--- config.mk ---
export PLATFORM = sky130hd
export DESIGN_NAME = rect_geom_unit_flat
export DESIGN_NICKNAME = d
export VERILOG_FILES = /design/src/rtl/rect_geom_if.sv /design/src/rtl/rect_geom_unit.sv /design/src/flat_wrapper.sv
export SDC_FILE = /design/constraint.sdc
export NUM_CORES = 1
export LEC_CHECK = 0
export CAP_MARGIN = 20
export CORE_MARGIN = 10
export CORE_UTILIZATION = 54
export CTS_BUF_LIST = sky130_fd_sc_hd__clkbuf_4
export DETAILED_ROUTE_END_ITERATION = 10
export GPL_TIMING_DRIVEN = 0
export PLACE_DENSITY = 0.81
export SLEW_MARGIN = 20
export SYNTH_ARGS = -nofsm -noshare
export SYNTH_HDL_FRONTEND = slang
export SYNTH_SLANG_ARGS = --single-unit
--- constraint.sdc ---
create_clock -name clk -period 1.9 [get_ports clk]
set_input_delay 0.285 -clock clk [delete_from_list [all_inputs] [get_ports clk]]
set_output_delay 0.285 -clock clk [all_outputs]
set_load 0.02 [all_outputs]
--- src/rtl/rect_geom_if.sv ---
// Valid/ready operand and result channel for rect_geom_unit.
// The is_square member exists only when RECT_SQUARE_FLAG_EN is defined.
interface rect_geom_if #(
    parameter int W = 3
);
    logic           in_valid;
    logic           in_ready;
    logic [W-1:0]   l;
    logic [W-1:0]   b;
    logic           out_valid;
    logic           out_ready;
    logic [W+1:0]   perimeter;
    logic [2*W-1:0] area;
    logic           busy;
`ifdef RECT_SQUARE_FLAG_EN
    logic           is_square;

    modport master (
        output in_valid, l, b, out_ready,
        input  in_ready, out_valid, perimeter, area, busy, is_square
    );
    modport slave (
        input  in_valid, l, b, out_ready,
        output in_ready, out_valid, perimeter, area, busy, is_square
    );
`else
    modport master (
        output in_valid, l, b, out_ready,
        input  in_ready, out_valid, perimeter, area, busy
    );
    modport slave (
        input  in_valid, l, b, out_ready,
        output in_ready, out_valid, perimeter, area, busy
    );
`endif
endinterface

--- src/rtl/rect_geom_unit.sv ---
// Handshaked rectangle perimeter/area unit; area from a one-bit-per-cycle shift-add multiplier.
// Optional feature macro: RECT_SQUARE_FLAG_EN (adds is_square, registered at accept).
module rect_geom_unit #(
    parameter int W = 3
) (
    input  logic        clk,
    input  logic        rst_n,
    rect_geom_if.slave  io
);
    localparam int CW = $clog2(W + 1);
    localparam logic [CW-1:0] LAST = CW'(W - 1);

    typedef enum logic [1:0] {IDLE, CALC, DONE} state_t;

    state_t          state_reg;
    logic [2*W-1:0]  mcand_reg;
    logic [W-1:0]    mplier_reg;
    logic [CW-1:0]   cnt_reg;
    logic [W:0]      sum_next;

    assign sum_next = {1'b0, io.l} + {1'b0, io.b};

    always_ff @(posedge clk or negedge rst_n) begin
        if (!rst_n) begin
            state_reg    <= IDLE;
            mcand_reg    <= '0;
            mplier_reg   <= '0;
            cnt_reg      <= '0;
            io.in_ready  <= 1'b1;
            io.out_valid <= 1'b0;
            io.busy      <= 1'b0;
            io.perimeter <= '0;
            io.area      <= '0;
`ifdef RECT_SQUARE_FLAG_EN
            io.is_square <= 1'b0;
`endif
        end else begin
            case (state_reg)
                IDLE: begin
                    if (io.in_valid) begin
                        mcand_reg    <= {{W{1'b0}}, io.l};
                        mplier_reg   <= io.b;
                        cnt_reg      <= '0;
                        io.area      <= '0;
                        io.perimeter <= {sum_next, 1'b0};
`ifdef RECT_SQUARE_FLAG_EN
                        io.is_square <= (io.l == io.b);
`endif
                        io.in_ready  <= 1'b0;
                        io.busy      <= 1'b1;
                        state_reg    <= CALC;
                    end
                end
                CALC: begin
                    // area doubles as the accumulator; it is only meaningful once out_valid rises
                    if (mplier_reg[0]) begin
                        io.area <= io.area + mcand_reg;
                    end
                    mcand_reg  <= mcand_reg << 1;
                    mplier_reg <= mplier_reg >> 1;
                    cnt_reg    <= cnt_reg + CW'(1);
                    if (cnt_reg == LAST) begin
                        io.busy      <= 1'b0;
                        io.out_valid <= 1'b1;
                        state_reg    <= DONE;
                    end
                end
                DONE: begin
                    if (io.out_ready) begin
                        io.out_valid <= 1'b0;
                        io.in_ready  <= 1'b1;
                        state_reg    <= IDLE;
                    end
                end
                default: begin
                    state_reg <= IDLE;
                end
            endcase
        end
    end
endmodule

--- src/flat_wrapper.sv ---
// flat-port wrapper written by rule: the top's interface ports become plain ports
module rect_geom_unit_flat 
#(
    parameter int W = 3
)
  (clk, rst_n, io_in_valid, io_l, io_b, io_out_ready, io_in_ready, io_out_valid, io_perimeter, io_area, io_busy);
  rect_geom_if #(.W(W)) io_i ();
  input  logic clk;
  input  logic rst_n;
  input wire logic [$bits(io_i.in_valid)-1:0] io_in_valid;
  input wire logic [$bits(io_i.l)-1:0] io_l;
  input wire logic [$bits(io_i.b)-1:0] io_b;
  input wire logic [$bits(io_i.out_ready)-1:0] io_out_ready;
  output wire logic [$bits(io_i.in_ready)-1:0] io_in_ready;
  output wire logic [$bits(io_i.out_valid)-1:0] io_out_valid;
  output wire logic [$bits(io_i.perimeter)-1:0] io_perimeter;
  output wire logic [$bits(io_i.area)-1:0] io_area;
  output wire logic [$bits(io_i.busy)-1:0] io_busy;
  assign io_i.in_valid = io_in_valid;
  assign io_i.l = io_l;
  assign io_i.b = io_b;
  assign io_i.out_ready = io_out_ready;
  assign io_in_ready = io_i.in_ready;
  assign io_out_valid = io_i.out_valid;
  assign io_perimeter = io_i.perimeter;
  assign io_area = io_i.area;
  assign io_busy = io_i.busy;
  rect_geom_unit #(.W(W)) u_core (.clk(clk), .rst_n(rst_n), .io(io_i));
endmodule
==> out/results.tsv, run 1 <==
metric	value	unit
outcome	finished, final reports clean	
clockBufferDepth	2	
ios	24	
nNetsFinal	184	
place_inst	187	
finalClockPeriodUsage	94.4	%
hp-class	primary input to async pin	
ys_cells	135	
timing.fmax	0.558	GHz
detail-route-antenna-nets	0	
final_util	68.7	%
cts_sinks	26	
dp_hpwl	2.23	mm
endpoint_kind	flop	
drt-pass1-iter-count	4	
syn_inst	135	
whs	0.479	ns
start_kind	flop	
path_class	flop to flop	
drt_iter0_markers	40	
synth_flops	26	
die-area	0.00501	mm²
num_antenna_cells	0	
gp_congestion	0.776	
run 1: where the power goes:
part	total, mW	internal, mW	switching, mW
Sequential	0.987	0.788	0.200
Combinational	1.31	0.625	0.682
Clock	0.245	0.0772	0.168
Total	2.54	1.49	1.05
run 1: kinds of logic (layout without fill, tap and decap cells):
family | after synthesis | after routing | share of synthesized area [%]
adder cells (fa/ha/maj) | 11 | 11 | 11.0
other | 1 | 1 | 0.270
flip-flops | 26 | 26 | 46.9
XOR/XNOR | 4 | 4 | 2.52
buffers and inverters | 9 | 36 | 3.69
multiplexers | 2 | 2 | 1.62
AND-OR/OR-AND | 45 | 45 | 19.6
AND/OR/NAND/NOR | 37 | 37 | 14.5
run 1: cell type report:
| cell class | instances | area [µm²] |
|---|---|---|
| clock inverters | 1 | 3.75 |
| flip-flops and latches | 26 | 654 |
| inverters | 3 | 11.3 |
| clock buffers | 3 | 22.5 |
| well taps | 30 | 37.5 |
| multi-input cells | 100 | 707 |
| fillers | 199 | 776 |
| repair buffers | 23 | 225 |
| plain buffers | 6 | 40.0 |
run 1: layer usage:
metal,up-vias,track usage (%),wire (µm)
met2,24,19.4,1470
met5,-,0,0
met3,6,2.93,132
li1,530,-,-
met4,0,4.52,44
met1,514,11.8,1220
run 1: path summary, 6_finish.rpt:
kind,end,from,cells after the start
max in group asynchronous,u_core.mcand_reg[1],rst_n,2
hold reg to reg,u_core.io.perimeter[1],u_core.io.perimeter[1],1
min in group clk,u_core.io.perimeter[1],u_core.io.perimeter[1],1
hold / removal,u_core.io.area[2],rst_n,2
setup / recovery,u_core.io.area[5],u_core.io.area[1],6
setup reg to reg,u_core.io.area[5],u_core.io.area[1],6
run 1: critical path, stage by stage, from the launching register on:
cell and delay (ns):
dfrtp_2 0.46, ha_1 0.32, a21oi_2 0.17, nand4b_1 0.15, a21boi_1 0.09, or4_1 0.46
nand3_1 0.09
run 1: synthesized netlist by cell type (3+ instances only):
cell type and instances:
ha_1 9, a21oi_1 15, a21o_1 3, dfrtp_1 25
a22oi_1 4, o21ai_0 14, nor2b_1 7, inv_1 3
nor2_1 6, nand2_1 12, a22o_1 5
run 1: timing repair:
action | 4_1_cts | 5_1_grt
setup endpoints to repair | 0 | 1
endpoints found under the hold margin | 25 | 0
hold buffers | 1 | 0
resized | 0 | 5
### Sequential cells colored by netlist name, run 1

Other sequential cells in the stronger gray, the rest of the logic in the fainter gray.
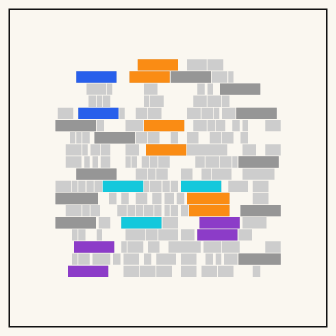
[blue] `u_core.cnt_reg` | placed flops: 2
[purple] `u_core.io.perimeter` | placed flops: 4
[cyan] `u_core.mplier_reg` | placed flops: 3
[orange] `u_core.mcand_reg` | placed flops: 6
sequential power: 0.987 mW
Reg area: 654 µm²
Seq/total area: 38.5%

### Wiring heat map, run 1

14 x 14 tiles, from black (low) to pale yellow (high), scaled to the fullest tile. Values are wire area over tile area, all layers added.
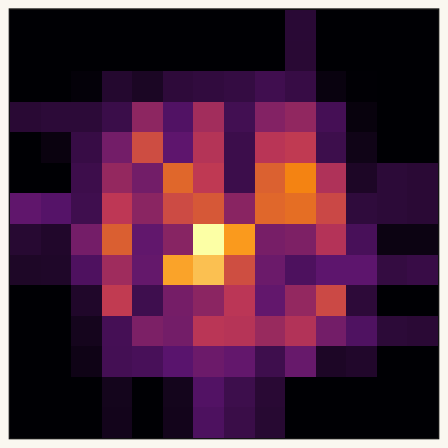
nearly empty tiles: 34%
tiles over half the peak: 10%
mean over tiles: 0.090
densest ninth of the die: center
fullest tile: 0.49
routed vias: 1074
gr usage total: 10.9%
Routed WL: 2.87 mm

### Cell outlines without signal wires, run 1

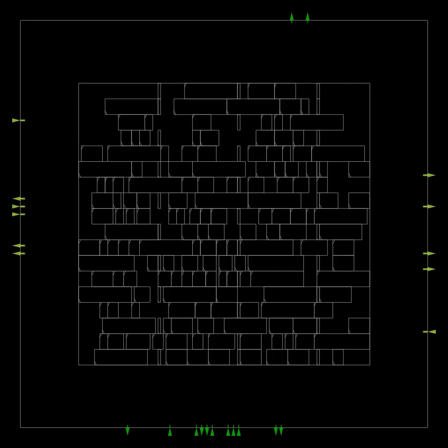
n_taps: 30
Non-Filler Instances: 192
Core Footprint: 0.00248 mm²

### I/O nets highlighted, run 1

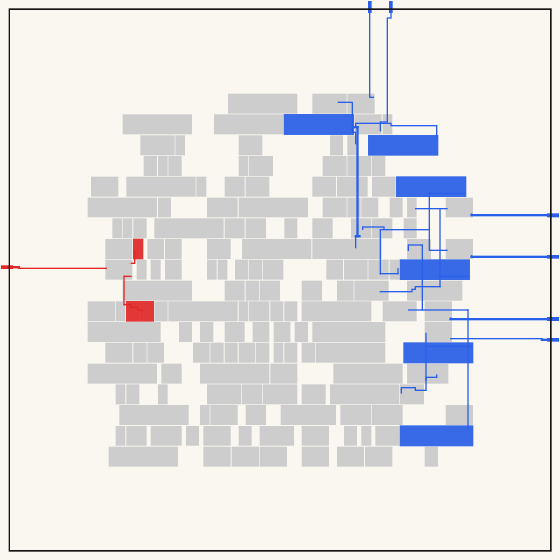

--- run 2 (diff from run 1) ---
- SKIP_LAST_GASP: default -> 1
- SLEW_MARGIN: 20 -> 25
### I/O nets highlighted, run 2

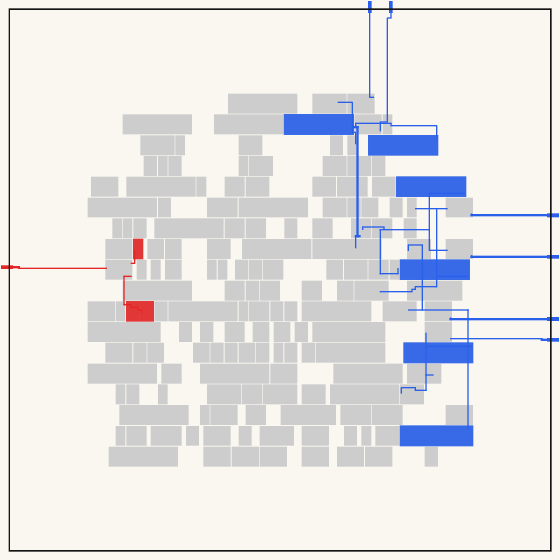
[red] `io_out_ready` | bits: 1 | direction: input | end cells: 3 | wire: 22.5 µm
[blue] `io_area` | bits: 6 | direction: output | end cells: 6 | wire: 224 µm
PortBufs: 22
Ports: 24

==> run 2 against run 1 <==
  * Die size is the same
  * Routed wire length is essentially flat
  * Synthesized cell count is the same
  * Clock-buffer cell count is the same
  * Via count is the same
  * Clock power is essentially flat
  * Combinational power is essentially flat
  * Design area shrank 0.15%
  * Critical path depth is the same
  * Clock skew is essentially flat
  * Core utilization shrank 0.10 points
  * Critical path type unchanged
  * Critical endpoint is now u_core.io.area[4]
  * Largest cell class unchanged
==> out/results.tsv, run 2 <==
metric	value	unit	change
grt_usage	10.9	%	unchanged
synth_top_cell_by_count	dfrtp_1		
rows	18		
whs	0.479	ns	-0.0000140 ns
finalClockPeriodUsage	95.3	%	+0.88 points
gp_congestion	0.776		unchanged
core_area	0.00248	mm²	unchanged
clockBufferDepth	2		unchanged
grt-busiest-layer	met2		
die-area	0.00501	mm²	unchanged
path_class	flop to flop		
met1_usage	11.8	%	unchanged
grt_pass1_wl	4.64	mm	
final_cells	192		unchanged
chipHeight	70.8	µm	
synth_flops	26		unchanged
nNetsFinal	184		unchanged
wirelength	2.86	mm	about the same
start_kind	flop		
num_antenna_cells	0		unchanged
gr-usage-met3	2.93	%	unchanged
top_cells_by_count	dfrtp_1, a21oi_1, o21ai_0		
grtUsageMet2	19.4	%	unchanged
hp-class	primary input to async pin		
drt_iter0_markers	40		unchanged
outcome	finished, final reports clean		
drt-pass1-iter-count	4		unchanged
final_util	68.6	%	-0.10 points
fillCellCount	198		-0.50%
detail-route-antenna-nets	0		unchanged
ys_cells	135		unchanged
timing.fmax	0.552	GHz	-0.92%
cts_sinks	26		unchanged
endpoint_kind	flop		
-- run 2: cell families after synthesis --
family,Yosys count,share of synthesized area (%)
compound gates,45,19.6
xor+xnor,4,2.52
fa+ha+maj,11,11.0
buf+inv,9,3.69
flops,26,46.9
mux,2,1.62
other cells,1,0.270
simple gates,37,14.5
-- run 2: worst max-delay path, cell delays in order (launching register included) --
cell	delay, ns
dfrtp_1	0.45
ha_1	0.24
fa_1	0.42
a21o_1	0.20
a21oi_1	0.17
xor2_1	0.15
o21ai_0	0.09
-- run 2: layout make-up --
cell class / instances / area, µm² / area share [%]
clock buffer: 3 / 22.5 / 1.33
sequential: 26 / 654 / 38.5
clock inverter: 1 / 3.75 / 0.221
inverter: 3 / 11.3 / 0.663
tap: 30 / 37.5 / 2.21
buffer: 6 / 40.0 / 2.36
timing repair buffer: 23 / 225 / 13.3
multi-input combinational: 100 / 704 / 41.5
-- run 2: path summary, 6_finish.rpt --
check                                  startpoint                     end  cells after the start  slack (ns)
setup / recovery              u_core.mcand_reg[0]       u_core.io.area[4]                      6        0.09
hold / removal                              rst_n       u_core.io.area[2]                      2        0.48
setup reg to reg              u_core.mcand_reg[0]       u_core.io.area[4]                      6        0.09
hold reg to reg            u_core.io.perimeter[1]  u_core.io.perimeter[1]                      1        0.51
max in group asynchronous                   rst_n     u_core.mcand_reg[1]                      2        1.00
min in group clk           u_core.io.perimeter[1]  u_core.io.perimeter[1]                      1        0.51
-- run 2: metal layers --
| layer | part of all wire, % | vias up |
|---|---|---|
| li1 | - | 530 |
| met1 | 43 | 514 |
| met2 | 51 | 24 |
| met3 | 4.6 | 6 |
| met4 | 1.5 | 0 |
| met5 | 0 | - |
-- run 2: where the power goes --
group | switching [mW] | leakage [nW] | internal [mW]
registers | 0.199 | 0.326 | 0.788
logic | 0.682 | 0.425 | 0.624
clock network | 0.168 | 0.0154 | 0.0772
total | 1.05 | 0.767 | 1.49
-- run 2: what timing repair did --
| action | 4_1_cts | 5_1_grt |
|---|---|---|
| resized | 0 | 4 |
| endpoints found under the hold margin | 25 | 0 |
| hold buffers | 1 | 0 |
| endpoints found under the setup margin | 0 | 1 |
No activity file was given, so power comes from the tool's default toggle rates.
